**Run 1: power grid**

The bar under the picture is 20 um long. Pins as bars on the die edge. Tap cells in gray.
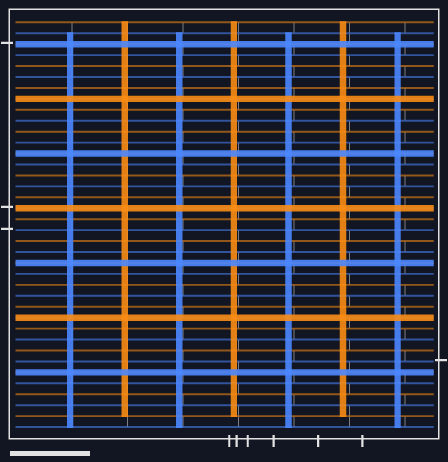
**Run 1: cells colored by class**

The bar under the picture is 20 um long.
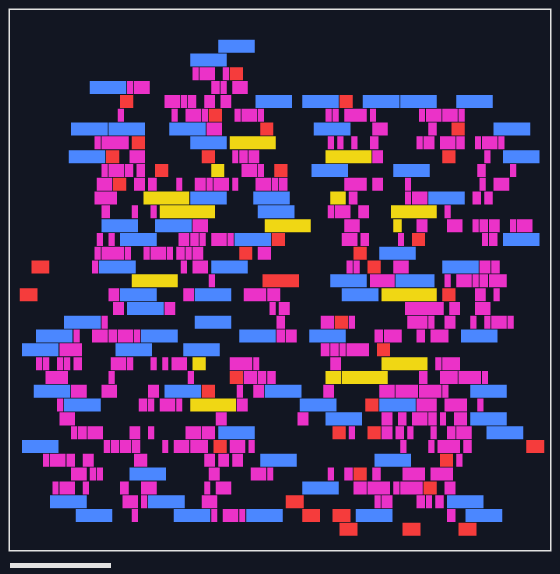
**Run 1: clock wires, drivers and flops**

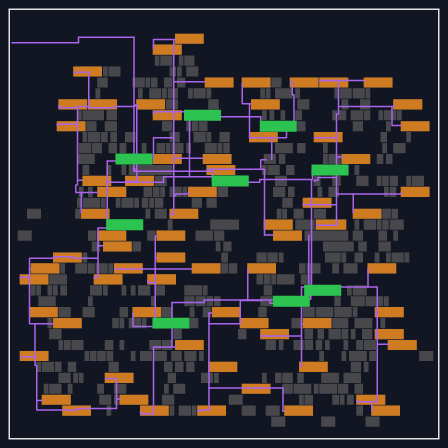
<file path="config.mk">
export PLATFORM = sky130hd
export DESIGN_NAME = display_scroll_ctrl
export DESIGN_NICKNAME = d
export VERILOG_FILES = /design/src/rtl/mult_ctrl_pkg.sv /design/src/rtl/button_conditioner.sv /design/src/rtl/display_scroll_ctrl.sv
export SDC_FILE = /design/constraint.sdc
export NUM_CORES = 1
export LEC_CHECK = 0
export CAP_MARGIN = 25
export CORE_MARGIN = 1
export CORE_UTILIZATION = 30
export CTS_BUF_LIST = sky130_fd_sc_hd__clkbuf_16
export DETAILED_ROUTE_END_ITERATION = 16
export PLACE_DENSITY_LB_ADDON = 0.08
export SLEW_MARGIN = 20
export SYNTH_ARGS = -nofsm -noshare
export SYNTH_HDL_FRONTEND = slang
export SYNTH_SLANG_ARGS = --single-unit
</file>
<file path="constraint.sdc">
create_clock -name clk -period 2.1 [get_ports clk]
set_input_delay 0.63 -clock clk [delete_from_list [all_inputs] [get_ports clk]]
set_output_delay 0.63 -clock clk [all_outputs]
set_load 0.02 [all_outputs]
</file>
<file path="src/rtl/mult_ctrl_pkg.sv">
// mult_ctrl_pkg
// Shared definitions for the operator control unit and its button
// conditioners.
//   state_t    - control FSM state encoding
//   WIN_BLANK  - window_sel code that blanks the seven-segment display
//   win_width  - width needed to hold window codes 0..num_windows
package mult_ctrl_pkg;

  // The encoding is fixed so that the state can be read back directly
  // during bring-up of the display mux.
  typedef enum logic [1:0] {
    IDLE = 2'd0,
    LOAD = 2'd1,
    CALC = 2'd2,
    SHOW = 2'd3
  } state_t;

  localparam int WIN_BLANK = 0;

  // Window codes run from 0 (blank) up to num_windows inclusive, so the
  // select bus has to hold num_windows+1 distinct values.
  function automatic int win_width(input int num_windows);
    return $clog2(num_windows + 1);
  endfunction

endpackage

</file>
<file path="src/rtl/button_conditioner.sv">
// button_conditioner
// Turns one raw, bouncy, asynchronous push-button into a clean accepted
// level and a single-cycle press pulse.
// Ports:
//   clk    - system clock
//   rst_n  - synchronous active-low reset
//   raw    - raw button input, asynchronous to clk
//   level  - debounced (accepted) button level
//   press  - one-cycle pulse on the accepted 0->1 transition; it is high
//            during the cycle that ends with level rising, so logic
//            clocked on that same edge sees the press
module button_conditioner #(
  parameter int DEBOUNCE_CYCLES = 250000
) (
  input  logic clk,
  input  logic rst_n,
  input  logic raw,
  output logic level,
  output logic press
);

  localparam int CNT_W = $clog2(DEBOUNCE_CYCLES + 1);

  logic             sync_a;
  logic             sync_b;
  logic [CNT_W-1:0] count;
  logic             at_limit;

  // The counter has seen the new level for the full debounce window.
  assign at_limit = (count == CNT_W'(DEBOUNCE_CYCLES));

  // A press is reported on the cycle where a high synchronised level is
  // about to be accepted; a release never produces a pulse.
  assign press = sync_b && !level && at_limit;

  // Two-flop synchroniser followed by the debounce counter. The counter
  // only runs while the synchronised input disagrees with the accepted
  // level, so any glitch shorter than the window clears it again.
  always_ff @(posedge clk) begin
    if (!rst_n) begin
      sync_a <= 1'b0;
      sync_b <= 1'b0;
      level  <= 1'b0;
      count  <= '0;
    end else begin
      sync_a <= raw;
      sync_b <= sync_a;
      if (sync_b == level) begin
        count <= '0;
      end else if (at_limit) begin
        level <= ~level;
        count <= '0;
      end else begin
        count <= count + CNT_W'(1);
      end
    end
  end

endmodule

</file>
<file path="src/rtl/display_scroll_ctrl.sv">
// display_scroll_ctrl
// Operator control unit for the multiplier: conditions the three
// push-buttons, strobes an operand load into the datapath, tracks the
// calculation and scrolls the seven-segment display across the result
// windows.
// Ports:
//   clk          - system clock
//   rst_n        - synchronous active-low reset
//   btn_left     - raw button, scroll toward more-significant window
//   btn_center   - raw button, start a new calculation
//   btn_right    - raw button, scroll toward less-significant window
//   calc_done    - datapath done level, held until the next load
//   load_initial - one-cycle strobe telling the datapath to load operands
//   calculating  - high from the load strobe until the first calc_done
//   window_sel   - 0 blanks the display, 1..NUM_WINDOWS picks a window
//                  (1 = rightmost)
module display_scroll_ctrl
  import mult_ctrl_pkg::*;
#(
  parameter int NUM_WINDOWS     = 3,
  parameter int DEBOUNCE_CYCLES = 250000,
  parameter bit WRAP            = 1'b0,
  localparam int WIN_W          = win_width(NUM_WINDOWS)
) (
  input  logic             clk,
  input  logic             rst_n,
  input  logic             btn_left,
  input  logic             btn_center,
  input  logic             btn_right,
  input  logic             calc_done,
  output logic             load_initial,
  output logic             calculating,
  output logic [WIN_W-1:0] window_sel
);

  localparam logic [WIN_W-1:0] IDX_FIRST = WIN_W'(1);
  localparam logic [WIN_W-1:0] IDX_LAST  = WIN_W'(NUM_WINDOWS);
  localparam logic [WIN_W-1:0] IDX_BLANK = WIN_W'(WIN_BLANK);

  state_t           state;
  state_t           state_next;
  logic [WIN_W-1:0] index;
  logic [WIN_W-1:0] index_next;
  logic             calculating_next;
  logic             load_next;
  logic [WIN_W-1:0] window_next;

  logic             left_press;
  logic             center_press;
  logic             right_press;
  logic [2:0]       unused_levels;

  // One conditioner per button; only the press pulses drive the FSM.
  button_conditioner #(.DEBOUNCE_CYCLES(DEBOUNCE_CYCLES)) u_left (
    .clk   (clk),
    .rst_n (rst_n),
    .raw   (btn_left),
    .level (unused_levels[0]),
    .press (left_press)
  );

  button_conditioner #(.DEBOUNCE_CYCLES(DEBOUNCE_CYCLES)) u_center (
    .clk   (clk),
    .rst_n (rst_n),
    .raw   (btn_center),
    .level (unused_levels[1]),
    .press (center_press)
  );

  button_conditioner #(.DEBOUNCE_CYCLES(DEBOUNCE_CYCLES)) u_right (
    .clk   (clk),
    .rst_n (rst_n),
    .raw   (btn_right),
    .level (unused_levels[2]),
    .press (right_press)
  );

  // State, index and all outputs are flops, so nothing combinational
  // reaches the datapath or the display mux from the buttons.
  always_ff @(posedge clk) begin
    if (!rst_n) begin
      state        <= IDLE;
      index        <= IDX_FIRST;
      calculating  <= 1'b0;
      load_initial <= 1'b0;
      window_sel   <= IDX_BLANK;
    end else begin
      state        <= state_next;
      index        <= index_next;
      calculating  <= calculating_next;
      load_initial <= load_next;
      window_sel   <= window_next;
    end
  end

  // Next-state logic. Centre wins over everything, including a pending
  // calc_done or simultaneous scroll presses. The registered outputs are
  // derived from the next state so they line up with it.
  always_comb begin
    state_next       = state;
    index_next       = index;
    calculating_next = calculating;

    if (center_press) begin
      state_next = LOAD;
    end else begin
      case (state)
        IDLE: begin
          state_next = IDLE;
        end
        LOAD: begin
          // calc_done is still the previous result here, so it is ignored.
          state_next       = CALC;
          index_next       = IDX_FIRST;
          calculating_next = 1'b1;
        end
        CALC: begin
          if (calc_done) begin
            state_next       = SHOW;
            calculating_next = 1'b0;
          end
        end
        SHOW: begin
          if (!calc_done) begin
            state_next = CALC;
          end else if (left_press && !right_press) begin
            if (index == IDX_LAST) begin
              index_next = WRAP ? IDX_FIRST : index;
            end else begin
              index_next = index + WIN_W'(1);
            end
          end else if (right_press && !left_press) begin
            if (index == IDX_FIRST) begin
              index_next = WRAP ? IDX_LAST : index;
            end else begin
              index_next = index - WIN_W'(1);
            end
          end
        end
      endcase
    end

    load_next   = (state_next == LOAD);
    window_next = (state_next == SHOW) ? index_next : IDX_BLANK;
  end

endmodule
</file>
==> results_slide.txt, run 1 <==
Implementation Results

Clock tree
  • Clock sinks: 71
  • CTS HTree Levels: 3

Global route
  • First-pass GRT wire length: 11,110 um
  • M3 GR Usage: 4.047%

Power
  • Pint: 0.002420 W
  • Seq. pwr: 0.00136 W
  • Post-layout power: 0.003052 W

Timing
  • Hold Vio Cnt, Final: 0
  • Setup violations, final: 0
  • Fin. max-slew vios: 0
  • Fmax achieved: 0.4771 GHz
  • RSZ-0062 raised after global routing: true
  • Min cycle time layout: 2096 ps

Hold path
  • Hold Path Cell Cnt: 1

Cells and area
  • Inverters: 22
  • Antenna cells: 0
  • Signal buf overhead: 8.183%
  • Commonest Layout Cell: nor2_1
  • ClkCell Share: 7.878%

Critical path
  • Number of cells on the critical path: 6
  • R2r endpoint: window_sel[1]

Logic synthesis
  • Netlist cell types: 40
  • Leading area contributor after synthesis: dfxtp_1
  • Post-Synth XOR/XNOR Area: 12.59%
  • Ys flops: 71
  • Post-synth seq share: 43.46%

Drt
  • Routed Antenna Nets: 0
  • # DRC: 0
  • First-pass DRT Iterations: 4
  • Starting DRC count in detailed routing: 77

Status
  • Status: complete, no violations

Die
  • Die area: 11,320 um2
  • Core area: 10,460 um2

Placed design
  • Dpl cells: 544

Job
  • Max-cap violations: 0
## Picture notes: 'power grid'
Key: VDD = orange; VSS = blue
38 met1 rails follow the rows. 7 straps on met5. 7 straps on met4.

## Picture notes: 'cells colored by class'
Key: clock drivers and dummy loads = yellow [cells 16]; all other logic = magenta [cells 298]; flip-flops = blue [cells 71]; other buffers and delay cells = red [cells 40]

## Picture notes: 'clock wires, drivers and flops'
Key: flip-flops = orange [count 71]; clock wires = purple [length 1,080 um]; cells driving clock nets = green [count 9]
Position of the flops: all over the die. There are 10 routed clock nets.

--- run 2 (diff from run 1) ---
--- a/config.mk
+++ b/config.mk
@@ -11,7 +11,7 @@
 export CTS_BUF_LIST = sky130_fd_sc_hd__clkbuf_16
 export DETAILED_ROUTE_END_ITERATION = 16
 export PLACE_DENSITY_LB_ADDON = 0.08
-export SLEW_MARGIN = 20
+export SLEW_MARGIN = 25
 export SYNTH_ARGS = -nofsm -noshare
 export SYNTH_HDL_FRONTEND = slang
 export SYNTH_SLANG_ARGS = --single-unit
==> constraint.sdc (replaced) <==
create_clock -name clk -period 2.64 [get_ports clk]
set_input_delay 0.792 -clock clk [delete_from_list [all_inputs] [get_ports clk]]
set_output_delay 0.792 -clock clk [all_outputs]
set_load 0.02 [all_outputs]
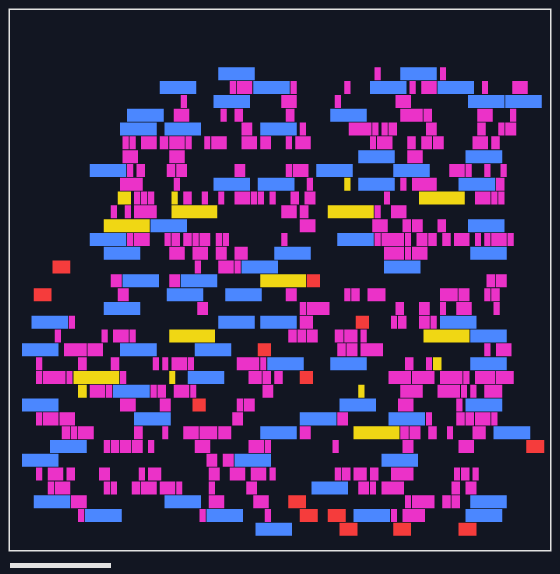
**Above:** run 2 (cells colored by class).
The bar under the picture is 20 um long.
Key: clock drivers and dummy loads = yellow [cells 16]; all other logic = magenta [cells 298]; other buffers and delay cells = red [cells 14]; flip-flops = blue [cells 71]

==> run 2 against run 1 <==
Effect of this change:
- non-clock buffer count is 26 lower
- sequential share of layout area is 2.7 points higher
- core utilization is 2.8 points lower
- largest cell class unchanged
- worst hold slack better by 2.1 ps
- register-to-register slack better by 270 ps
- critical endpoint is now index[0]
- sequential power is 21% lower
- die area stayed put
- design area is 7.2% lower
- global-route usage hardly changed
- clock power is 36% lower
- count of clock-buffer cells in the layout stayed put
- synthesized cell count stayed put
==> results_slide.txt, run 2 <==
Implementation Results

Drt
  • First-pass DRT Iterations: 4 (unchanged)
  • # DRC: 0 (unchanged)
  • Routed wire per std cell: 11.82 um
  • Starting DRC count in detailed routing: 87 (+13%)
  • Routed Antenna Nets: 0 (unchanged)

Job
  • Tool warning count: 34
  • Max-cap violations: 0 (unchanged)

Cells and area
  • Antenna cells: 0 (unchanged)
  • Commonest Layout Cell: nor2_1
  • Top flop regs: u_center.count: 18 flops, u_left.count: 18 flops, u_right.count: 18 flops
  • Inverters: 22 (unchanged)
  • Signal buf overhead: 3.355% (-4.8 points)
  • Synth-to-Final Area Change: 16.30%
  • ClkCell Share: 6.776% (-1.1 points)
  • Layout Cells excl Fill: 535

Die
  • Fp_density: 31.26%
  • Die area: 11,320 um2 (unchanged)
  • Core area: 10,460 um2 (unchanged)

Critical path
  • R2r endpoint: index[0]
  • Buf+Inv Stages, Crit Path: 0
  • Number of cells on the critical path: 5 (-1)

Clock tree
  • Clk latency late pin: 330 ps
  • Clock sinks: 71 (unchanged)
  • Setup Buffers After CTS: 0
  • CTS HTree Levels: 3 (unchanged)

Hold path
  • Hold Path Cell Cnt: 1 (unchanged)

Power
  • Pint: 0.001712 W (-29%)
  • Switching share of power: 21.15%
  • Post-layout power: 0.002171 W (-29%)
  • Comb pwr: 0.0000363 W
  • Seq. pwr: 0.00108 W (-21%)
  • Seq pwr share: 49.8%

Placed design
  • Dpl cells: 519 (-4.6%)
  • DP Area: 3546 um2
  • Pre-CTS setup slack: 287.0 ps

Timing
  • Fmax achieved: 0.4226 GHz (-11%)
  • Hold_ws: 434.1 ps
  • Hold Vio Cnt, Final: 0 (unchanged)
  • Final Skew: 7.330 ps
  • Min cycle time layout: 2367 ps (+270.4 ps)
  • Fin. max-slew vios: 0 (unchanged)
  • RSZ-0062 raised after global routing: false
  • Setup violations, final: 0 (unchanged)

Global route
  • Grt met2 use: 19.06%
  • Gr usage total: 12.50%
  • First-pass GRT wire length: 11,170 um (+0.56%)
  • M3 GR Usage: 4.047% (unchanged)

Status
  • Status: complete, no violations

Logic synthesis
  • Post-Synth XOR/XNOR Area: 12.59% (unchanged)
  • Synthesized area per cell: 8.722 um2
  • Main logic family after synthesis: simple AND/OR/NAND/NOR gates
  • Leading area contributor after synthesis: dfxtp_1
  • Syn Inst Count: 375
  • Post-synth seq share: 43.46% (unchanged)
  • Netlist cell types: 40 (unchanged)
  • Ys flops: 71 (unchanged)
Power figures rest on the tool's default switching activity, not on a simulated workload.
